<file path="src/rtl/riscv_pkg.sv">
// rtl/riscv_pkg.sv - shared writeback-stage types and load encodings
package riscv_pkg;

    localparam int XLEN_DEFAULT = 32;

    typedef enum logic [1:0] {
        WB_ALU = 2'b00,
        WB_MEM = 2'b01,
        WB_PC4 = 2'b10
    } wb_sel_e;

    localparam logic [2:0] F3_LB  = 3'b000;
    localparam logic [2:0] F3_LH  = 3'b001;
    localparam logic [2:0] F3_LW  = 3'b010;
    localparam logic [2:0] F3_LBU = 3'b100;
    localparam logic [2:0] F3_LHU = 3'b101;

endpackage

</file>
<file path="src/rtl/load_extract.sv">
// rtl/load_extract.sv - sub-word load lane select, sign/zero extension, alignment flag
module load_extract
    import riscv_pkg::*;
#(
    parameter int XLEN = XLEN_DEFAULT
) (
    input  logic [XLEN-1:0] i_mem_data,
    input  logic [1:0]      i_off,
    input  logic [2:0]      i_funct3,
    output logic [XLEN-1:0] o_data,
    output logic            o_misalign
);

    logic [7:0]  w_byte;
    logic [15:0] w_half;

    always_comb begin
        w_byte = i_mem_data[7:0];
        case (i_off)
            2'd1:    w_byte = i_mem_data[15:8];
            2'd2:    w_byte = i_mem_data[23:16];
            2'd3:    w_byte = i_mem_data[31:24];
            default: w_byte = i_mem_data[7:0];
        endcase
        w_half = i_off[1] ? i_mem_data[31:16] : i_mem_data[15:0];
    end

    // Unknown funct3 encodings behave as LW, including the alignment rule.
    always_comb begin
        o_data     = i_mem_data;
        o_misalign = 1'b0;
        case (i_funct3)
            F3_LB:  o_data = {{(XLEN-8){w_byte[7]}}, w_byte};
            F3_LBU: o_data = {{(XLEN-8){1'b0}}, w_byte};
            F3_LH: begin
                o_data     = {{(XLEN-16){w_half[15]}}, w_half};
                o_misalign = i_off[0];
            end
            F3_LHU: begin
                o_data     = {{(XLEN-16){1'b0}}, w_half};
                o_misalign = i_off[0];
            end
            default: begin
                o_data     = i_mem_data;
                o_misalign = (i_off != 2'd0);
            end
        endcase
    end

endmodule

</file>
<file path="src/rtl/wb_regfile.sv">
// rtl/wb_regfile.sv - MEM/WB writeback select, integer register file with WB->ID bypass, instret
// Optional write trace under WB_REGFILE_TRACE_EN.
module wb_regfile
    import riscv_pkg::*;
#(
    parameter int XLEN  = XLEN_DEFAULT,
    parameter int NREGS = 32,
    parameter int CNT_W = 64
) (
    input  logic             clk,
    input  logic             reset,
    input  logic             wb_valid_in,
    input  logic [XLEN-1:0]  mem_data_in,
    input  logic [XLEN-1:0]  alu_result_in,
    input  logic [XLEN-1:0]  pc_in,
    input  logic [4:0]       rd_in,
    input  logic [1:0]       wb_sel_in,
    input  logic             mem_to_reg_in,
    input  logic             reg_write_in,
    input  logic [2:0]       funct3_in,
    input  logic [4:0]       rs1_addr_in,
    input  logic [4:0]       rs2_addr_in,
    output logic [XLEN-1:0]  rs1_data_out,
    output logic [XLEN-1:0]  rs2_data_out,
    output logic [XLEN-1:0]  wb_data_out,
    output logic             misalign_out,
    output logic [CNT_W-1:0] instret_out
);

    logic [XLEN-1:0]  r_regs [NREGS];
    logic [CNT_W-1:0] r_instret;
    logic             r_misalign;

    logic [XLEN-1:0]  w_load_data;
    logic             w_lane_misalign;
    logic             w_mem_sel;
    logic             w_misalign;
    logic             w_we;

    load_extract #(.XLEN(XLEN)) u_load_extract (
        .i_mem_data (mem_data_in),
        .i_off      (alu_result_in[1:0]),
        .i_funct3   (funct3_in),
        .o_data     (w_load_data),
        .o_misalign (w_lane_misalign)
    );

    assign w_mem_sel  = mem_to_reg_in || (wb_sel_in == WB_MEM);
    assign w_misalign = wb_valid_in && w_mem_sel && w_lane_misalign;
    assign w_we       = wb_valid_in && reg_write_in && (rd_in != 5'd0) && !w_misalign;

    always_comb begin
        wb_data_out = alu_result_in;
        if (w_mem_sel)
            wb_data_out = w_load_data;
        else if (wb_sel_in == WB_PC4)
            wb_data_out = pc_in + XLEN'(4);
    end

    // Write-through: a read of the register being written this cycle sees the new value.
    always_comb begin
        rs1_data_out = r_regs[rs1_addr_in];
        rs2_data_out = r_regs[rs2_addr_in];
        if (rs1_addr_in == 5'd0)
            rs1_data_out = '0;
        else if (w_we && rs1_addr_in == rd_in)
            rs1_data_out = wb_data_out;
        if (rs2_addr_in == 5'd0)
            rs2_data_out = '0;
        else if (w_we && rs2_addr_in == rd_in)
            rs2_data_out = wb_data_out;
    end

    always_ff @(posedge clk or posedge reset) begin
        if (reset) begin
            for (int i = 0; i < NREGS; i++)
                r_regs[i] <= '0;
            r_instret  <= '0;
            r_misalign <= 1'b0;
        end else begin
            if (w_we)
                r_regs[rd_in] <= wb_data_out;
            if (wb_valid_in)
                r_instret <= r_instret + CNT_W'(1);
            r_misalign <= w_misalign;
        end
    end

    assign instret_out  = r_instret;
    assign misalign_out = r_misalign;

`ifdef WB_REGFILE_TRACE_EN
    logic [63:0] r_trace_cycle;

    always_ff @(posedge clk or posedge reset) begin
        if (reset) begin
            r_trace_cycle <= '0;
        end else begin
            r_trace_cycle <= r_trace_cycle + 64'd1;
            if (w_we)
                $display("wb trace cyc=%0d pc=%h rd=x%0d val=%h",
                         r_trace_cycle, pc_in, rd_in, wb_data_out);
        end
    end
`else
`endif

endmodule

</file>
<file path="config.mk">
export PLATFORM = sky130hd
export DESIGN_NAME = wb_regfile
export DESIGN_NICKNAME = d
export VERILOG_FILES = /design/src/rtl/riscv_pkg.sv /design/src/rtl/load_extract.sv /design/src/rtl/wb_regfile.sv
export SDC_FILE = /design/constraint.sdc
export NUM_CORES = 2
export LEC_CHECK = 0
export ABC_AREA = 0
export CAP_MARGIN = 15
export CORE_UTILIZATION = 55
export CTS_CLUSTER_DIAMETER = 40
export DETAILED_ROUTE_END_ITERATION = 12
export PLACE_DENSITY_LB_ADDON = 0.3
export SYNTH_ARGS = -nofsm -noshare
export SYNTH_HDL_FRONTEND = slang
export SYNTH_SLANG_ARGS = --single-unit
</file>
<file path="constraint.sdc">
create_clock -name clk -period 37 [get_ports clk]
set_input_delay 7.4 -clock clk [delete_from_list [all_inputs] [get_ports clk]]
set_output_delay 7.4 -clock clk [all_outputs]
set_load 0.1 [all_outputs]
</file>
**The clock network**

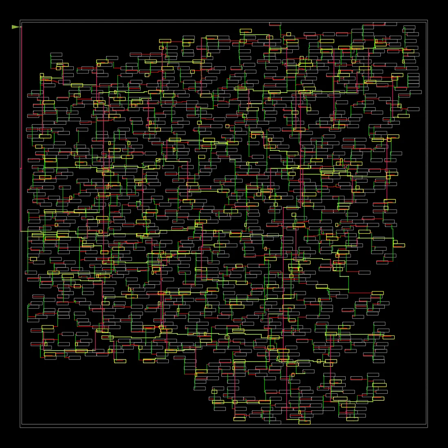
clock sinks: 1,089
clock skew: 0.00695 ns
Clock Power: 1.42 mW

==> run_results.csv <==
group,metric,value,unit
outcome,status,"finished, final reports clean",
routing,top_layer_used,"met5",
routing,wirelength,198000,um
final_layout,layout.nets,5612,
synthesis,syn_area,0.0576,mm2
setup_path,r2r_cells,7,
routing,dr.pass1.iters,7,
global_route,met3_usage,11.6,%
placement,port_buffers,281,
global_route,grt_pass1_wl,297000,um
setup_path,r2r_setup_slack,34.12,ns
cts,cts_buffers,143,
setup_path,crit_start,"rs1_addr_in[0]",
global_route,busiest_layer,"met2",
final_layout,areaGrowthSynthToFinish,14.9,%
pwr,internal-power,2.44,mW
setup_path,crit_buf_inv,6,
min_path,holdPathEnd,"r_regs[1009]$_DFFE_PP0P_",
cts,cts_hold_buf,0,
global_route,overflow,0,
setup_path,crit_family,"buffers and inverters",
global_route,antenna_found_initial,4,
min_path,hp-class,"flop to flop",
placement,placedCellCount,6723,
synthesis,yosysTopAreaCell,"dfrtp_1",
die,die_h,326,um
cts,post_cts_buffers,0,
min_path,hold_path_depth,0,
sta,final-hold-violation-count,0,
sta,period_minus_slack,21.29,ns
synthesis,synthesis.area_per_instance,10.5,um2
**Register map, names as in the netlist**

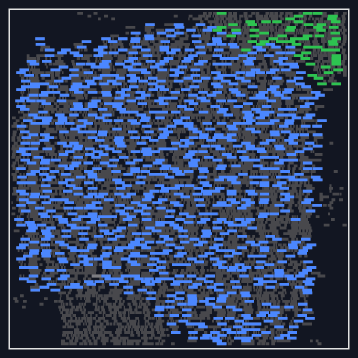
blue -> r_regs  # sequential cells 1,024, where all over the die
green -> instret_out  # sequential cells 64, where north-east
not colored = 1
sequential power: 1.44 mW
Post-Route Utilization: 63.8%
sequential share of cell area: 41.2%
Reg area: 0.0273 mm2

-- logic make-up (layout without fill, tap and decap cells) --
logic type                 Yosys count  after routing  share of synthesized area, %
buffers and inverters              606            705                          4.22
xor gates and xnor gates            97             97                          1.48
muxes                              651            651                          20.4
DFF                               1089           1089                          47.3
and+or+nand+nor                   1564           1564                          11.6
AOI/OAI and AO/OA                 1497           1497                          15.0
other                                0              2                             0
adders and majority gates            2              2                        0.0435
-- layout make-up --
type / instances / area share, %
multi-input cells: 3811 / 42.9
flip-flops and latches: 1089 / 41.2
clock buffers: 188 / 6.07
repair buffers: 390 / 5.58
well taps: 1380 / 2.61
clock inverters: 73 / 1.34
inverters: 54 / 0.312
diodes: 2 / 0.00757
Power figures rest on the tool's default switching activity, not on a simulated workload.
